## src/rtl/stopwatch_pkg.sv

```systemverilog
// rtl/stopwatch_pkg.sv - shared types, segment constants and decode helpers for the lap stopwatch
package stopwatch_pkg;

    typedef enum logic [1:0] {IDLE, RUN, PAUSE} sw_state_e;

    localparam logic [6:0] SEG_0     = 7'h3F;
    localparam logic [6:0] SEG_1     = 7'h06;
    localparam logic [6:0] SEG_2     = 7'h5B;
    localparam logic [6:0] SEG_3     = 7'h4F;
    localparam logic [6:0] SEG_4     = 7'h66;
    localparam logic [6:0] SEG_5     = 7'h6D;
    localparam logic [6:0] SEG_6     = 7'h7D;
    localparam logic [6:0] SEG_7     = 7'h07;
    localparam logic [6:0] SEG_8     = 7'h7F;
    localparam logic [6:0] SEG_9     = 7'h6F;
    localparam logic [6:0] SEG_BLANK = 7'h00;

    typedef struct packed {
        logic [6:0] min;
        logic [5:0] sec;
        logic [6:0] hund;
    } sw_time_t;

    function automatic logic [6:0] seg7(input logic [3:0] d);
        case (d)
            4'd0:    return SEG_0;
            4'd1:    return SEG_1;
            4'd2:    return SEG_2;
            4'd3:    return SEG_3;
            4'd4:    return SEG_4;
            4'd5:    return SEG_5;
            4'd6:    return SEG_6;
            4'd7:    return SEG_7;
            4'd8:    return SEG_8;
            4'd9:    return SEG_9;
            default: return SEG_BLANK;
        endcase
    endfunction

    // Returns {tens, ones} segment patterns for a 0..99 field.
    function automatic logic [13:0] seg_pair(input logic [6:0] v);
        logic [3:0] tens;
        logic [3:0] ones;
        tens = 4'(v / 7'd10);
        ones = 4'(v % 7'd10);
        return {seg7(tens), seg7(ones)};
    endfunction

endpackage

```

## src/rtl/sw_tick_gen.sv

```systemverilog
// rtl/sw_tick_gen.sv - run-gated tick divider; STOPWATCH_QUICK_EN enables the quick speed-up shift
module sw_tick_gen #(
    parameter int CLK_HZ  = 50_000_000,
    parameter int TICK_HZ = 100
) (
    input  logic       clk,
    input  logic       rst,
    input  logic       en,
    input  logic       clr,
    input  logic [3:0] quick,
    output logic       tick
);
    localparam int          BASE_I = (CLK_HZ / TICK_HZ < 1) ? 1 : CLK_HZ / TICK_HZ;
    localparam logic [31:0] BASE   = 32'(BASE_I);

    logic [31:0] cnt;
    logic [31:0] div;

`ifdef STOPWATCH_QUICK_EN
    logic [31:0] div_next;

    always_comb begin
        div_next = BASE >> quick;
        if (div_next == 32'd0)
            div_next = 32'd1;
    end

    // Divisor is reloaded only at a wrap (or while idle) so the counter never overshoots it.
    always_ff @(posedge clk or negedge rst) begin
        if (!rst)
            div <= BASE;
        else if (clr || tick)
            div <= div_next;
    end
`else
    logic unused_quick;
    assign unused_quick = ^quick;
    assign div          = BASE;
`endif

    assign tick = en && (cnt == div - 32'd1);

    always_ff @(posedge clk or negedge rst) begin
        if (!rst)
            cnt <= '0;
        else if (clr)
            cnt <= '0;
        else if (en)
            cnt <= tick ? 32'd0 : cnt + 32'd1;
    end

endmodule

```

## src/rtl/stopwatch_lap.sv

```systemverilog
// rtl/stopwatch_lap.sv - MM:SS.hh stopwatch with start/pause/clear FSM, circular lap buffer and 7-seg outputs
module stopwatch_lap
    import stopwatch_pkg::*;
#(
    parameter int CLK_HZ    = 50_000_000,
    parameter int TICK_HZ   = 100,
    parameter int MIN_MAX   = 99,
    parameter int LAP_DEPTH = 4
) (
    input  logic                         clk,
    input  logic                         rst,
    input  logic                         start_stop,
    input  logic                         lap_clr,
    input  logic [3:0]                   quick,
    input  logic                         lap_view,
    input  logic [$clog2(LAP_DEPTH)-1:0] lap_idx,
    output logic [6:0]                   seg_s001,
    output logic [6:0]                   seg_s01,
    output logic [6:0]                   seg_s1,
    output logic [6:0]                   seg_s10,
    output logic [6:0]                   seg_m1,
    output logic [6:0]                   seg_m10,
    output logic                         running,
    output logic [$clog2(LAP_DEPTH):0]   lap_cnt,
    output logic                         ovf
);
    localparam int         IW   = $clog2(LAP_DEPTH);
    localparam logic [6:0] MINV = 7'(MIN_MAX);

    sw_state_e   state;
    logic        ss_q, lc_q;
    logic        ss_p, lc_p;
    logic        lap_take, clear, tick;
    sw_time_t    tm, shown;
    sw_time_t    lap_mem [LAP_DEPTH];
    logic [IW-1:0] wptr, rd_ptr;
    logic        show_lap;

    assign ss_p     = start_stop & ~ss_q;
    assign lc_p     = lap_clr & ~lc_q & ~ss_p;   // start_stop wins a tie
    assign lap_take = (state == RUN) && lc_p;
    assign clear    = (state == PAUSE) && lc_p;

    always_ff @(posedge clk or negedge rst) begin
        if (!rst) begin
            state   <= IDLE;
            running <= 1'b0;
            ss_q    <= 1'b0;
            lc_q    <= 1'b0;
        end else begin
            ss_q <= start_stop;
            lc_q <= lap_clr;
            case (state)
                IDLE:    if (ss_p) begin state <= RUN;   running <= 1'b1; end
                RUN:     if (ss_p) begin state <= PAUSE; running <= 1'b0; end
                PAUSE:   if (ss_p) begin state <= RUN;   running <= 1'b1; end
                         else if (lc_p) state <= IDLE;
                default: begin state <= IDLE; running <= 1'b0; end
            endcase
        end
    end

    sw_tick_gen #(.CLK_HZ(CLK_HZ), .TICK_HZ(TICK_HZ)) u_tick (
        .clk   (clk),
        .rst   (rst),
        .en    (state == RUN),
        .clr   (state == IDLE),
        .quick (quick),
        .tick  (tick)
    );

    always_ff @(posedge clk or negedge rst) begin
        if (!rst) begin
            tm      <= '0;
            ovf     <= 1'b0;
            wptr    <= '0;
            lap_cnt <= '0;
        end else if (clear) begin
            tm      <= '0;
            ovf     <= 1'b0;
            wptr    <= '0;
            lap_cnt <= '0;
        end else begin
            if (lap_take) begin
                wptr <= wptr + IW'(1);
                if (lap_cnt != (IW+1)'(LAP_DEPTH))
                    lap_cnt <= lap_cnt + (IW+1)'(1);
            end
            if (tick) begin
                if (tm.hund != 7'd99) begin
                    tm.hund <= tm.hund + 7'd1;
                end else begin
                    tm.hund <= '0;
                    if (tm.sec != 6'd59) begin
                        tm.sec <= tm.sec + 6'd1;
                    end else begin
                        tm.sec <= '0;
                        if (tm.min != MINV) begin
                            tm.min <= tm.min + 7'd1;
                        end else begin
                            tm.min <= '0;
                            ovf    <= 1'b1;
                        end
                    end
                end
            end
        end
    end

    // Lap holds the pre-increment time even when a tick lands on the same edge.
    always_ff @(posedge clk) begin
        if (lap_take)
            lap_mem[wptr] <= tm;
    end

    assign rd_ptr   = IW'(wptr - IW'(1) - lap_idx);
    assign show_lap = (state == PAUSE) && lap_view && ({1'b0, lap_idx} < lap_cnt);
    assign shown    = show_lap ? lap_mem[rd_ptr] : tm;

    always_ff @(posedge clk or negedge rst) begin
        if (!rst) begin
            {seg_m10, seg_m1}   <= {SEG_0, SEG_0};
            {seg_s10, seg_s1}   <= {SEG_0, SEG_0};
            {seg_s01, seg_s001} <= {SEG_0, SEG_0};
        end else begin
            {seg_m10, seg_m1}   <= seg_pair(shown.min);
            {seg_s10, seg_s1}   <= seg_pair({1'b0, shown.sec});
            {seg_s01, seg_s001} <= seg_pair(shown.hund);
        end
    end

endmodule

```

## config.mk

```make
export PLATFORM = sky130hd
export DESIGN_NAME = stopwatch_lap
export DESIGN_NICKNAME = d
export VERILOG_FILES = /design/src/rtl/stopwatch_pkg.sv /design/src/rtl/sw_tick_gen.sv /design/src/rtl/stopwatch_lap.sv
export SDC_FILE = /design/constraint.sdc
export NUM_CORES = 1
export LEC_CHECK = 0
export CORE_AREA = 3 3 170 172
export CTS_CLUSTER_DIAMETER = 150
export CTS_CLUSTER_SIZE = 24
export DETAILED_ROUTE_END_ITERATION = 7
export DIE_AREA = 0 0 173 175
export SYNTH_ARGS = -nofsm -noshare
export SYNTH_HDL_FRONTEND = slang
export SYNTH_SLANG_ARGS = --single-unit
```

## constraint.sdc

```tcl
create_clock -name clk -period 15.6 [get_ports clk]
set_input_delay 3.12 -clock clk [delete_from_list [all_inputs] [get_ports clk]]
set_output_delay 3.12 -clock clk [all_outputs]
set_load 0.005 [all_outputs]
```

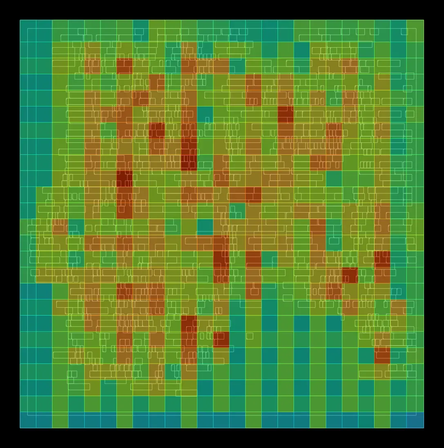
Figure 1: routing congestion map.
mean routed wirelength per cell: 15.5 um
most congested layer reported by global routing: met2
fraction of the core area covered by cells at the end of the flow: 0.451

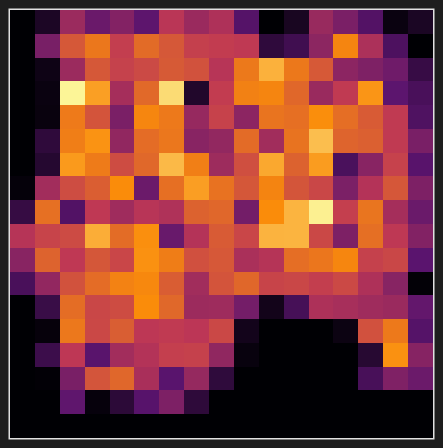
Figure 2: placement density heat map.
The die is cut into 17 by 18 equal tiles; black is low, pale yellow is high, 0 to 100% covered.
- emptiest ninth of the die: bottom right
- tiles over 75% full: 7.2%
- mean over tiles: 40%
- fullest tile: 98%
- densest ninth of the die: middle
- nearly empty tiles: 19%

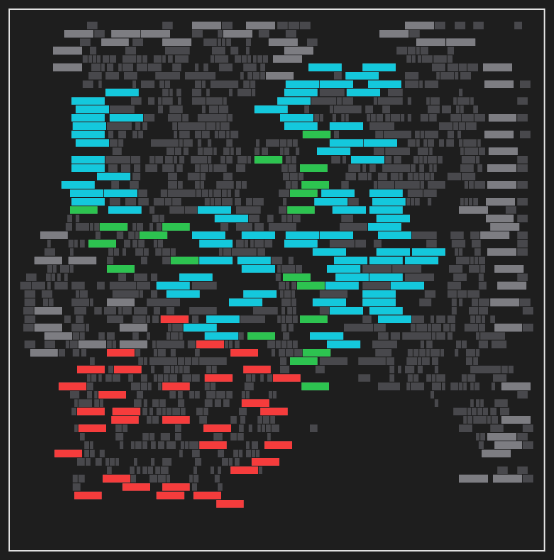
Figure 3: register map, names as in the netlist.
Other sequential cells in the stronger gray, the rest of the logic in the fainter gray.
- `lap_mem`: cyan (placed flops 80)
- `tm`: green (placed flops 20)
- `u_tick.cnt`: red (placed flops 32)
- not colored: 53

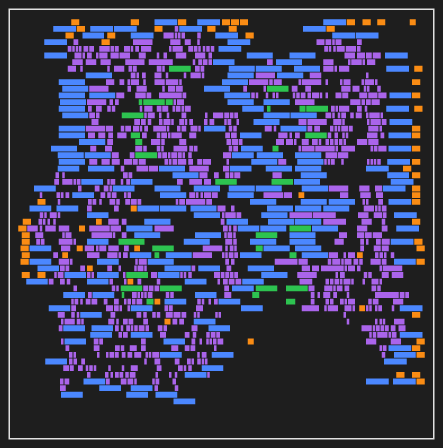
Figure 4: cells colored by class.
- registers: blue (cells 185)
- remaining buffers and delay cells: orange (cells 67)
- remaining logic cells: purple (cells 808)
- clock drivers and dummy loads: green (cells 32)

==> commit_impl_results.txt <==
Record implementation results from latest flow run

- The run finished with clean final reports.
* Number of setup buffers added after CTS: 0
- Measured against the total synthesized area, the mux share comes to 0.0948.
- For this run, the post-layout net count is 1145.
- Number of flops mapped to enable cells by yosys: 80
- IO buf count: around 53
- Most used DFF post-synth: edfxtp_1
* Flop and latch count out of synthesis: between 150 and 200
* Worst-case setup slack after placement: 4.46 ns
* Slowest cell on the critical path: mux2i_1
- Core utilization before placement: 0.396
- Global-route wire length before repair: 39200 um
* Number of DRC markers after the initial detailed-route iteration: between 500 and 600
- The floorplan has 61 rows.
- In the synthesized netlist, the cells that appear most often are nand2_1 (91), o21ai_0 (91), nor2_1 (82), edfxtp_1 (80), dfrtp_1 (69).
- Compared with the post-synthesis result, the final layout area differs by 13.8%.
* Bufs on Longest Clock Path: 2
- Layout cell share with drive strength beyond 1: 0.143
- Pin placement for this block handled 58 I/O pins.
* Antenna violations before repair: 0
* Unrepaired setup endpoints after global routing: false
* Root buffer cell: clkbuf_16
* Post-layout instance area: 12500 um^2
- Remaining max-slew budget at the tightest pin: 0.226
* Start point of the worst min-delay path: u_tick.cnt[18]$_DFFE_PN0P_
- Crit path top cell by count: ha_1
- Number of OpenROAD warnings: 65
- For reference, the critical path is launched at lap_idx[1].
* Hold depth: 1
- The clock tree synthesis step divided the H-tree into 4 levels.
* Post-synthesis xor/xnor area fraction: 0.0147
- The critical path runs through a total of 32 cells.
- The clock tree has to reach 185 sinks.
- Looking at the reg2reg group, the worst path starts from lap_cnt[1]$_DFFE_PN0P_.
* Fraction of registers with async set/reset: 0.568
* Area-dominant class: multi-input combinational cells
- In the layout the commonest cells are nand2_1 (91), o21ai_0 (91), nor2_1 (82).
* Combinational cell fraction of total power: 0.341
- Final setup violation count: 0
- The number of hold buffers added after CTS was 0.
- The final timing report gives a worst setup slack of approximately 4.9 ns.
* Fillers: 2580
- The number of clock buffers added by TritonCTS is 17.
- The count of cells in the finished layout, fillers not included, comes to about 1500.
- Via count: 8030
- The fraction of cell area in multi-input combinational cells is reported as 0.444.
- In this build the clock could be raised as far as 93.1 MHz.
- Late-Pin Clk Latency: 0.44 ns
- The final power report lists total power as 1570 uW.
- Of all the cell area in the finished design, non-clock buffers hold 0.0508.
- Combined flip-flop and latch cell area: 5070 um^2
* Comb gates: around 760
- The highest supply drop recorded on VDD is 84.5 uV.
- The final weighted congestion recorded by global placement is 0.842.
- Vias in the first global route: 7831
- Share of synthesized cell area in full adder, half adder and majority cells: 0.0629
- Core area: 27600 um^2
* Vias per cell: around 5.5
* Number of flip-flops and latches: 185
- The power report puts the net switching power at approximately 520 uW.
* Leak pwr: 0.00481 uW
* Total cell area reported by yosys after synthesis: 10900 um^2
- Clock buffer cells: 17
- The switching portion of total power comes to 0.329.
- Count of cells resized by post-cts repair: 0
- The count of nets left with antenna violations once routing finished came out at 0.
* Count of unique library cells instantiated by Yosys: roughly 95
- Count of yosys warnings during synthesis: 0
- Clock share of power: 0.272
* Worst Hold Path EP: u_tick.cnt[18]$_DFFE_PN0P_
- Max stage delay on crit path: 0.56 ns
- The flow inserted 378 tap cells.
- The pin closest to its max-slew limit shows a slew of 1.16 ns.
- Synth Cell Area: between 10000 and 15000 um^2
- Overflow left after global routing: 0
- The post-placement cell area is 11900 um^2.
- Floorplan Nets: 1093
- The setup check on the worst reg-to-reg path leaves a slack of 7.60 ns.
- Non-clock inverter count in the final layout: 48
- HP Class: flip-flop to flip-flop
- Count of buffer and inverter cells on the critical path: 7
- Capturing point of the worst reg2reg path: seg_m1[1]$_DFF_PN1_
* Total length of routed wires: ~23000 um
* Worst setup path endpoint: seg_m1[1]$_DFF_PN1_
- Clock-cell share: 0.0454
- The floorplan step set the die height to ~180 um.
* Pwr per Cell Area: 126 nW/um^2
* Largest delay contributor family on the critical path: AND-OR/OR-AND gates
- In the Yosys report the total cell count is roughly 1000.
- Per Yosys stat, the portion of area used by sequential elements is 0.464.
- Final worst path period need: 10.74 ns
- The tightest hold path in the finished design has a slack of around 0.50 ns.
- Depth of the most critical reg-to-reg path: 32
- Comb area leader: simple AND/OR/NAND/NOR gates
- Per the layout report, the design carries ~67 non-clock buffers.
- The die is about 170 um wide.
- Most area-consuming cells after synthesis: edfxtp_1 (22%), dfrtp_1 (16%), dfstp_2 (8.6%)
* Crit path max fanout: 37
-- layer usage --
layer  vias to the layer above  track usage  share of wire
met5                         -            0              0
met4                         0       0.0395         0.0096
met3                        16       0.0256          0.030
met2                       141        0.254           0.46
met1                      3923        0.214           0.50
li1                       3950            -              -
-- state kept, by name (all words and copies together) (netlist names) --
signal      cells
lap_mem        80
u_tick.cnt     32
tm             20
seg_m10         7
seg_m1          7
seg_s001        7
seg_s01         7
seg_s10         7
seg_s1          7
lap_cnt         3
state           2
wptr            2
lc_q            1
ovf             1
running         1
ss_q            1
-- power groups by stage --
stage                     registers [uW]  logic, uW  clock network, uW
after floorplan                      619        375                  0
after CTS                            609        539                439
after global routing                 616        598                459
after detailed placement             619        535                  0
final                                608        535                427
after global placement               618        529                  0
Power figures rest on the tool's default switching activity, not on a simulated workload.
